===== src/rtl/detector_tur_pkg.sv =====
// detector_tur_pkg: shared FSM encodings, timing defaults and counter sizing for the lap detector
package detector_tur_pkg;
  localparam logic [1:0] S_IDLE     = 2'd0;
  localparam logic [1:0] S_CONFIRMA = 2'd1;
  localparam logic [1:0] S_PULS     = 2'd2;
  localparam logic [1:0] S_BLOCARE  = 2'd3;
  localparam int DEBOUNCE_CICLI_DEF = 50000;
  localparam int BLOCARE_CICLI_DEF  = 50000000;
  // One spare bit so the saturating counter can never wrap
  function automatic int cnt_width(input int a, input int b);
    return $clog2(a > b ? a : b) + 1;
  endfunction
endpackage


===== src/rtl/detector_tur_if.sv =====
// detector_tur_if: race enable, sensor bits and lap outputs of the detector
interface detector_tur_if #(parameter int N_SENZORI = 5);
  logic                 activ;
  logic [N_SENZORI-1:0] senzori;
  logic                 puls_tur;
  logic                 blocat;
  modport master (output activ, senzori, input puls_tur, blocat);
  modport slave  (input activ, senzori, output puls_tur, blocat);
endinterface


===== src/rtl/detector_tur_sincron_marcaj.sv =====
// sincron_marcaj: two-flop synchroniser on the raw sensors plus all-ones marker detect
module sincron_marcaj #(
  parameter int N = 5
) (
  input  logic         tact,
  input  logic         reset,
  input  logic [N-1:0] i_senzori,
  output logic         o_marcaj
);
  logic [N-1:0] r_s1, r_s2;
  always_ff @(posedge tact) begin
    if (reset) begin
      r_s1 <= '0;
      r_s2 <= '0;
    end else begin
      r_s1 <= i_senzori;
      r_s2 <= r_s1;
    end
  end
  assign o_marcaj = &r_s2;
endmodule


===== src/rtl/detector_tur.sv =====
// detector_tur: debounced lap-marker FSM emitting one pulse per crossing followed by a lockout
module detector_tur
  import detector_tur_pkg::*;
#(
  parameter int N_SENZORI      = 5,
  parameter int DEBOUNCE_CICLI = DEBOUNCE_CICLI_DEF,
  parameter int BLOCARE_CICLI  = BLOCARE_CICLI_DEF
) (
  input  logic          tact,
  input  logic          reset,
  detector_tur_if.slave bus
);
  localparam int CW = cnt_width(DEBOUNCE_CICLI, BLOCARE_CICLI);
  localparam logic [CW-1:0] DEB = CW'(DEBOUNCE_CICLI);
  localparam logic [CW-1:0] BLK = CW'(BLOCARE_CICLI);
  logic [1:0]    r_st, w_st;
  logic [CW-1:0] r_cnt, w_cnt;
  logic          r_puls, r_blocat, w_marcaj;
  sincron_marcaj #(.N(N_SENZORI)) u_sincron (
    .tact      (tact),
    .reset     (reset),
    .i_senzori (bus.senzori),
    .o_marcaj  (w_marcaj)
  );
  always_comb begin
    w_st  = r_st;
    w_cnt = r_cnt;
    if (!bus.activ) begin
      w_st  = S_IDLE;
      w_cnt = '0;
    end else begin
      unique case (r_st)
        S_IDLE: if (w_marcaj) begin
          w_st  = S_CONFIRMA;
          w_cnt = CW'(1);
        end
        S_CONFIRMA: if (!w_marcaj) begin
          w_st  = S_IDLE;
          w_cnt = '0;
        end else if (r_cnt >= DEB) begin
          w_st  = S_PULS;
          w_cnt = '0;
        end else w_cnt = r_cnt + 1'b1;
        S_PULS: begin
          w_st  = S_BLOCARE;
          w_cnt = '0;
        end
        // Lockout holds while the marker is still under the sensors
        default: if (r_cnt >= BLK && !w_marcaj) begin
          w_st  = S_IDLE;
          w_cnt = '0;
        end else w_cnt = r_cnt >= BLK ? r_cnt : r_cnt + 1'b1;
      endcase
    end
  end
  always_ff @(posedge tact) begin
    if (reset) begin
      r_st     <= S_IDLE;
      r_cnt    <= '0;
      r_puls   <= 1'b0;
      r_blocat <= 1'b0;
    end else begin
      r_st     <= w_st;
      r_cnt    <= w_cnt;
      r_puls   <= w_st == S_PULS;
      r_blocat <= w_st != S_IDLE;
    end
  end
  assign bus.puls_tur = r_puls;
  assign bus.blocat   = r_blocat;
endmodule


===== src/flat_wrapper.sv =====
// flat-port wrapper written by rule: the top's interface ports become plain ports
module detector_tur_flat import detector_tur_pkg::*;
#(
  parameter int N_SENZORI      = 5,
  parameter int DEBOUNCE_CICLI = DEBOUNCE_CICLI_DEF,
  parameter int BLOCARE_CICLI  = BLOCARE_CICLI_DEF
)
  (tact, reset, bus_activ, bus_senzori, bus_puls_tur, bus_blocat);
  detector_tur_if #(.N_SENZORI(N_SENZORI)) bus_i ();
  input  logic tact;
  input  logic reset;
  input wire logic [$bits(bus_i.activ)-1:0] bus_activ;
  input wire logic [$bits(bus_i.senzori)-1:0] bus_senzori;
  output wire logic [$bits(bus_i.puls_tur)-1:0] bus_puls_tur;
  output wire logic [$bits(bus_i.blocat)-1:0] bus_blocat;
  assign bus_i.activ = bus_activ;
  assign bus_i.senzori = bus_senzori;
  assign bus_puls_tur = bus_i.puls_tur;
  assign bus_blocat = bus_i.blocat;
  detector_tur #(.N_SENZORI(N_SENZORI), .DEBOUNCE_CICLI(DEBOUNCE_CICLI), .BLOCARE_CICLI(BLOCARE_CICLI)) u_core (.tact(tact), .reset(reset), .bus(bus_i));
endmodule

===== config.mk =====
export PLATFORM = sky130hd
export DESIGN_NAME = detector_tur_flat
export DESIGN_NICKNAME = d
export VERILOG_FILES = /design/src/rtl/detector_tur_pkg.sv /design/src/rtl/detector_tur_if.sv /design/src/rtl/detector_tur_sincron_marcaj.sv /design/src/rtl/detector_tur.sv /design/src/flat_wrapper.sv
export SDC_FILE = /design/constraint.sdc
export NUM_CORES = 1
export LEC_CHECK = 0
export CAP_MARGIN = 20
export CORE_MARGIN = 4
export CORE_UTILIZATION = 35
export CTS_BUF_LIST = sky130_fd_sc_hd__clkbuf_4 sky130_fd_sc_hd__clkbuf_8 sky130_fd_sc_hd__clkbuf_16
export DETAILED_ROUTE_END_ITERATION = 12
export PLACE_DENSITY = 0.57
export SLEW_MARGIN = 40
export SYNTH_ARGS = -nofsm -noshare
export SYNTH_HDL_FRONTEND = slang
export SYNTH_SLANG_ARGS = --single-unit

===== constraint.sdc =====
create_clock -name tact -period 2.9 [get_ports tact]
set_clock_uncertainty 0.05 [all_clocks]
set_input_delay 0.58 -clock tact [delete_from_list [all_inputs] [get_ports tact]]
set_output_delay 0.58 -clock tact [all_outputs]
set_load 0.05 [all_outputs]

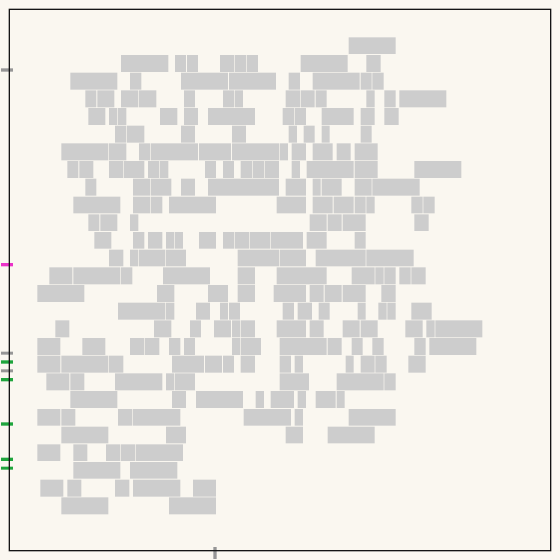
Fig. 1. Pin map (run 1).
Pins as bars across the die edge, other pins in gray.
legend:
  green:
    port: bus_senzori
    pins: 5
    direction: input
    edge: left
  magenta:
    port: bus_blocat
    pins: 1
    direction: output
    edge: left
all pins by edge: 9 left, 1 bottom
Die H: 83.0 µm
DIE WIDTH: 83.0 µm

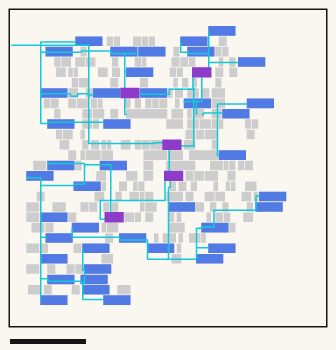
Fig. 2. Routed clock nets over the placement (run 1).
Scale bar: 20 µm.
legend:
  purple:
    item: clock drivers
    count: 5
  blue:
    item: flip-flops
    count: 41
  cyan:
    item: clock wires
    length: 560 µm
routed clock nets: 6
Clk. pwr: 0.000471 W
clk latency late pin: 0.30 ns
clock share of power: 44.0%

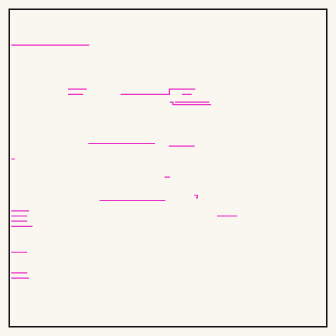
Fig. 3. Metal 3 (run 1).
share of all routed wire: 3.8%
longest straight run: 20.2 µm
total number of vias: 1666
Post-Route WL: 3980 µm
met3 usage: 3.27%

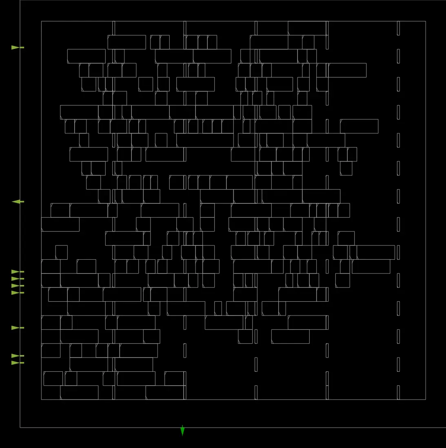
Fig. 4. Placed standard cells (run 1).
# rows: 27
fraction of area in registers: 36.5%

==> results.txt, run 1 <==
yosys + openroad results -> critical path depth 6, Setup WS post-layout 0.560 ns, yosys xor share 1.78%, maxcap violations 0, logic share of the area 47.9%, syn nets 233, Setup CP Type register to register, Synth top cells by count dfxtp_1, a21oi_1, o21ai_0, max FFs per register 27, layout net count 245, Flop+latch power 0.000570 W, Leading cell kind multi-input combinational cells, Hold Path Class register to register, Yosys Chip Area 1970 µm², core area 5470 µm², clk buf depth 2, Top power group registers, Biggest register u_core.r_cnt, Max Slew Vio Count 0, main flop type dfxtp_1, H-tree depth 2, outcome finished clean, Cell Type Count 43, Seq/Total Area, Yosys 41.7%, Final non-clock buffer share 5.34%, share of cells above drive strength 1 10.6%, leading area contributor after synthesis dfxtp_1, drt first-iter violations 192, final std cells w/o fill 308, worst path bufs/invs 0, comb area leader simple AND/OR/NAND/NOR gates, multi-input logic area 1080 µm², Worst-path clk slew 0.09 ns, Setup violations, final 0, gr busiest metal met2, fillcell total 558, Tapcells 72, Critical Path End u_core.r_cnt[26]$_SDFFE_PP0P_, Hold Crit Start u_core.u_sincron.r_s1[3]$_SDFF_PP0_, synthesized area per cell 8.83 µm², CP Capture Type register, n_diodes 0, FMAX 0.427 GHz, vias in the first global route 1569, biggest regs u_core.r_cnt: 27 flops, u_core.u_sincron.r_s1: 5 flops, u_core.u_sincron.r_s2: 5 flops, I/O pin count 10, Worst Hold Path EP u_core.u_sincron.r_s2[3]$_SDFF_PP0_, final hold slack 0.390 ns, worst flop-to-flop path endpoint u_core.r_cnt[26]$_SDFFE_PP0P_, crit-path leading delay family simple AND/OR/NAND/NOR gates, Clock Sinks 41, ys async rst share 0%, Routed WL per cell 12.9 µm, register area 821 µm², P&R area growth vs syn 14.3%, pre-CTS WS 0.573 ns, simple share 29.2%, maximum vdd drop 0.209 mV, Critical Path RT 3.09 ns, fin util 41.1%, final period utilization 80.7%, # Cells Yosys 223, Psw 0.000227 W, DR WL met3 150 µm, ClkCell Share 5.11%, combinational share of power 2.7%, most frequent cells in the layout dfxtp_1, a21oi_1, o21ai_0, Final HPWL DP 2730 µm, unrepaired setup endpoints after global routing no, crit path launch type register, Relative slew margins 66.8%, reg2reg start u_core.r_cnt[8]$_SDFFE_PP0P_, Complex Gates by Area 21.8%, MUX area fraction 0.508%, Syn. warnings 0, placed cell area 2140 µm², # DRC 0, routed length on met1 1990 µm, Clock Buffer Count 5, final instance area 2250 µm², setup TNS 0 ns, flops & latches, synth 41, vias per inst 5.41, Dominant cell area share 41.7%, yosys adder share 1.27%, mapped cell area 1970 µm², count leader, synth dfxtp_1, Post-synth EDFFs 0, chip footprint 6890 µm², Tool Warnings 28, synthesized instance count 223, global placer's final weighted congestion 0.742, crit path time final 2.34 ns, hold_buf cts 0, antenna viol nets, final 0, M1 GR Usage 16.2%, Switching Fraction 21.2%, CTS tree yes, Cells after DPL 300, global-route wire length before repair 7090 µm, global-route usage over all layers 12.2%
Fig. 5: run 1, cell density map
The die is cut into 8 by 8 equal tiles; white is low, dark blue is high, 0 to 100% covered.
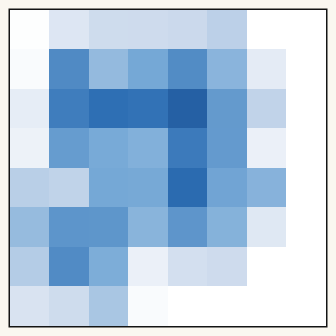

==> run 1 -> run 2 <==
PLACE_DENSITY = 0.59   (was 0.57)
clock period = 1.9 ns   (was 2.9 ns; I/O delays follow)
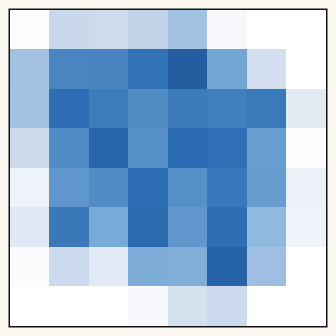
Fig. 6. Cell density map (run 2).
The die is cut into 8 by 8 equal tiles; white is low, dark blue is high, 0 to 100% covered.
mean over tiles: 39%
fullest tile: 81%
emptiest ninth of the die: lower left
densest ninth of the die: center
nearly empty tiles: 17%
Core Util at FP: 36.0%
core area: 5470 µm²
fin util: 50.8%

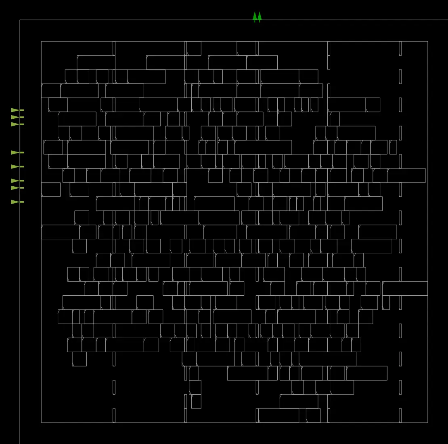
Fig. 7. Placed standard cells (run 2).
fillcell total: 554
fraction of area in registers: 29.9%
Tapcells: 72
registers: 41

==> results.txt, run 2 <==
yosys + openroad results -> setup TNS -3.51 ns, Routed WL per cell 13.1 µm, crit path time final 2.09 ns, clock root buffer clkbuf_8, yosys adder share 1.27%, Critical Path RT 2.04 ns, DR WL met3 151 µm, final instance area 2780 µm², CP Capture Type register, Top cells by area dfxtp_1, a21oi_1, or3_1, nor2b_1, o21ai_0, Hold Path Class register to register, Cells after DPL 349, Final HPWL DP 3450 µm, Critical Path End u_core.r_cnt[24]$_SDFFE_PP0P_, worst flop-to-flop path endpoint u_core.r_cnt[24]$_SDFFE_PP0P_, Biggest register u_core.r_cnt, Setup WS post-layout -0.189 ns, Complex Gates by Area 21.8%, Signal inverters 7, vias in the first global route 1936, Tool Warnings 31, highest metal layer with signal wires met4, CTS-repair resized insts 8, critical path's slowest cell or4_4, simple share 29.2%, initial antenna violation count 0, routed length on met1 2230 µm, hold_buf cts 0, crit-path leading delay family AND-OR/OR-AND gates, combinational share of power 3.0%, clock share of power 48.3%, synthesized instance count 223, outcome complete, but fails checks, Yosys Chip Area 1970 µm², Clock Sinks 41, Synth top cells by count dfxtp_1, a21oi_1, o21ai_0, maxcap violations 0, drt first-iter violations 99, hold depth 1, M1 GR Usage 17.9%, H-tree depth 2, actual slew at the worst max-slew pin 0.494 ns, Final Power 0.00178 W, Worst path max stage delay 0.52 ns, clk buf depth 2, P&R area growth vs syn 41.2%, flops & latches, synth 41, DR pass1 iterations 4, Max Slew Vio Count 0, Relative slew margins 66.9%, worst path bufs/invs 2, Hold Crit Start u_core.u_sincron.r_s1[1]$_SDFF_PP0_, Switching Fraction 20.0%, final period utilization 110%, Overflow after GRT 0, clk latency late pin 0.30 ns, buffer count from post-CTS setup fixing 3, final hold violations 0, final hold slack 0.391 ns, R2R cell count 8, multi-input logic area 1120 µm², mapped cell area 1970 µm², met3 usage 3.97%, ClkCell Share 4.95%, Flop+latch power 0.000869 W, Max FO, Critical Path 7, ys async rst share 0%, Setup CP Type register to register, Die H 83.0 µm, Leading cell kind multi-input combinational cells, Setup violations, final 27, share of cells above drive strength 1 33.4%, comb area leader simple AND/OR/NAND/NOR gates, layout net count 302, most instantiated logic cell after routing buf_4, critical path depth 8, main flop type dfxtp_1, Cell Type Count 43, logic share of the area 40.5%, Final non-clock buffer share 20.5%, max FFs per register 27, global placer's final weighted congestion 0.828, yosys xor share 1.78%, Clk. pwr 0.000862 W, # rows 27, chip footprint 6890 µm², # Cells Yosys 223, DIE WIDTH 83.0 µm, Clock Buffer Count 5, Seq/Total Area, Yosys 41.7%, crit path launch type register, flop2flop setup slack -0.19 ns, LEAKAGE 0.981 nW, total number of vias 1914, count leader, synth dfxtp_1, maximum vdd drop 0.443 mV, leading area contributor after synthesis dfxtp_1, # DRC 0, Post-Route WL 4770 µm, synthesized area per cell 8.83 µm², syn nets 233, pre-CTS WS -0.250 ns, Comb power 0.0000531 W, antenna viol nets, final 0, FMAX 0.479 GHz, Psw 0.000357 W, WP data arrival 2.23 ns, Top power group registers, gr busiest metal met2, input/output buffers 9, Dominant cell area share 41.7%, placed cell area 2500 µm², Syn. warnings 0, global-route wire length before repair 8420 µm, most frequent cells in the layout buf_4, dfxtp_1, a21oi_1, reg2reg start u_core.r_cnt[7]$_SDFFE_PP0P_, MUX area fraction 0.508%, unrepaired setup endpoints after global routing yes, Logic Gate Count 167, vias per inst 5.24, final std cells w/o fill 365, CTS tree yes, Post-synth EDFFs 0, n_diodes 0, Worst Hold Path EP u_core.u_sincron.r_s2[1]$_SDFF_PP0_, violated checks negative setup slack, global-route usage over all layers 14.6%, biggest regs u_core.r_cnt: 27 flops, u_core.u_sincron.r_s1: 5 flops, u_core.u_sincron.r_s2: 5 flops, I/O pin count 10, Worst-path clk slew 0.09 ns, register area 831 µm², CTS Buf Count 5
Fig. 8: run 2, pin map
Pins as bars across the die edge, other pins in gray.
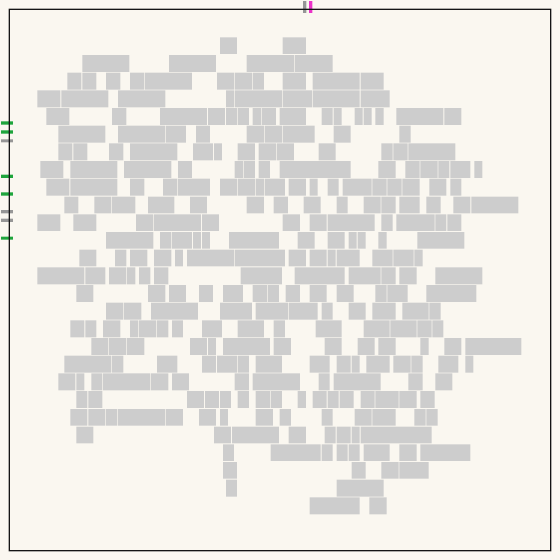

==> run 2 -> run 3 <==
--- a/config.mk
+++ b/config.mk
@@ -7,4 +7,5 @@
 export LEC_CHECK = 0
 export CAP_MARGIN = 20
+export CORE_ASPECT_RATIO = 0.8
 export CORE_MARGIN = 4
 export CORE_UTILIZATION = 35
--- a/constraint.sdc
+++ b/constraint.sdc
@@ -3,3 +3,3 @@
 set_input_delay 0.38 -clock tact [delete_from_list [all_inputs] [get_ports tact]]
 set_output_delay 0.38 -clock tact [all_outputs]
-set_load 0.05 [all_outputs]
+set_load 0.01 [all_outputs]
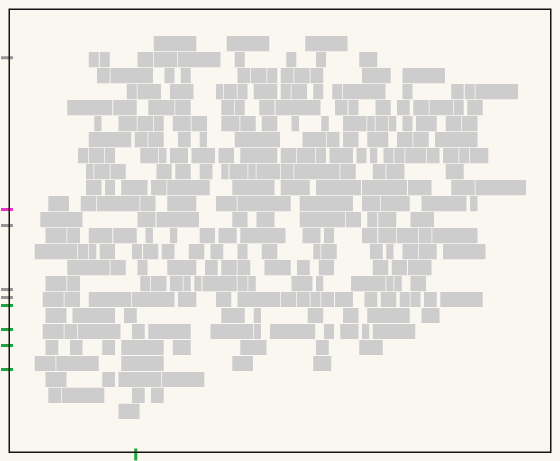
Fig. 9. Pin map (run 3).
Pins as bars across the die edge, other pins in gray.
legend:
  magenta:
    port: bus_blocat
    pins: 1
    direction: output
    edge: left
  green:
    port: bus_senzori
    pins: 5
    direction: input
    edge: 4 left, 1 bottom
input/output buffers: 9
Die H: 75.1 µm
DIE WIDTH: 91.9 µm

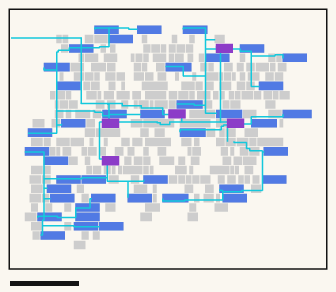
Fig. 10. Routed clock nets over the placement (run 3).
Scale bar: 20 µm.
legend:
  cyan:
    item: clock wires
    length: 562 µm
  blue:
    item: flip-flops
    count: 41
  purple:
    item: clock drivers
    count: 5
routed clock nets: 6
Clk. pwr: 0.000617 W
clock share of power: 39.8%

==> results.txt, run 3 <==
yosys + openroad results -> routed length on met1 2620 µm, Setup WS post-layout -0.219 ns, mapped cell area 1970 µm², CTS Buf Count 5, Leading cell kind multi-input combinational cells, LEAKAGE 0.939 nW, Dominant cell area share 41.7%, global-route usage over all layers 14.6%, buffer count from post-CTS setup fixing 4, final hold violations 0, worst flop-to-flop path endpoint u_core.r_cnt[26]$_SDFFE_PP0P_, violated checks negative setup slack, final instance area 2830 µm², fin util 51.7%, flop2flop setup slack -0.22 ns, Switching Fraction 24.4%, crit-path leading delay family simple AND/OR/NAND/NOR gates, final period utilization 112%, DR WL met3 209 µm, Clock Buffer Count 5, clk latency late pin 0.30 ns, Cell Type Count 43, global-route wire length before repair 8080 µm, Synth top cells by count dfxtp_1, a21oi_1, o21ai_0, CTS tree yes, logic share of the area 43.4%, Max FO, Critical Path 8, outcome complete, but fails checks, Post-Route WL 5050 µm, Critical Path RT 2.09 ns, # rows 24, vias in the first global route 1751, Setup violations, final 27, yosys xor share 1.78%, synthesized area per cell 8.83 µm², Tapcells 78, Routed WL per cell 14.0 µm, Top power group registers, fraction of area in registers 29.5%, chip footprint 6900 µm², ys async rst share 0%, vias per inst 5.27, Signal inverters 7, antenna viol nets, final 0, FMAX 0.472 GHz, H-tree depth 2, final std cells w/o fill 362, Tool Warnings 31, layout net count 293, count leader, synth dfxtp_1, Final non-clock buffer share 19.4%, crit path launch type register, registers 41, placed cell area 2440 µm², leading area contributor after synthesis dfxtp_1, Hold Crit Start u_core.u_sincron.r_s1[3]$_SDFF_PP0_, main flop type dfxtp_1, biggest regs u_core.r_cnt: 27 flops, u_core.u_sincron.r_s1: 5 flops, u_core.u_sincron.r_s2: 5 flops, Logic Gate Count 167, # DRC 0, Psw 0.000379 W, crit path time final 2.12 ns, hold depth 1, Core Util at FP 36.0%, gr busiest metal met2, Overflow after GRT 0, unrepaired setup endpoints after global routing yes, Biggest register u_core.r_cnt, CP Capture Type register, ClkCell Share 3.32%, yosys adder share 1.27%, maxcap violations 0, Comb power 0.0000661 W, Max Slew Vio Count 0, Clock Sinks 41, most frequent cells in the layout buf_4, dfxtp_1, a21oi_1, Worst path max stage delay 0.54 ns, R2R cell count 6, comb area leader simple AND/OR/NAND/NOR gates, critical path's slowest cell or4_4, Yosys Chip Area 1970 µm², initial antenna violation count 0, Worst Hold Path EP u_core.u_sincron.r_s2[3]$_SDFF_PP0_, CTS-repair resized insts 17, Seq/Total Area, Yosys 41.7%, Post-synth EDFFs 0, register area 833 µm², total number of vias 1908, flops & latches, synth 41
Power figures rest on the tool's default switching activity, not on a simulated workload.
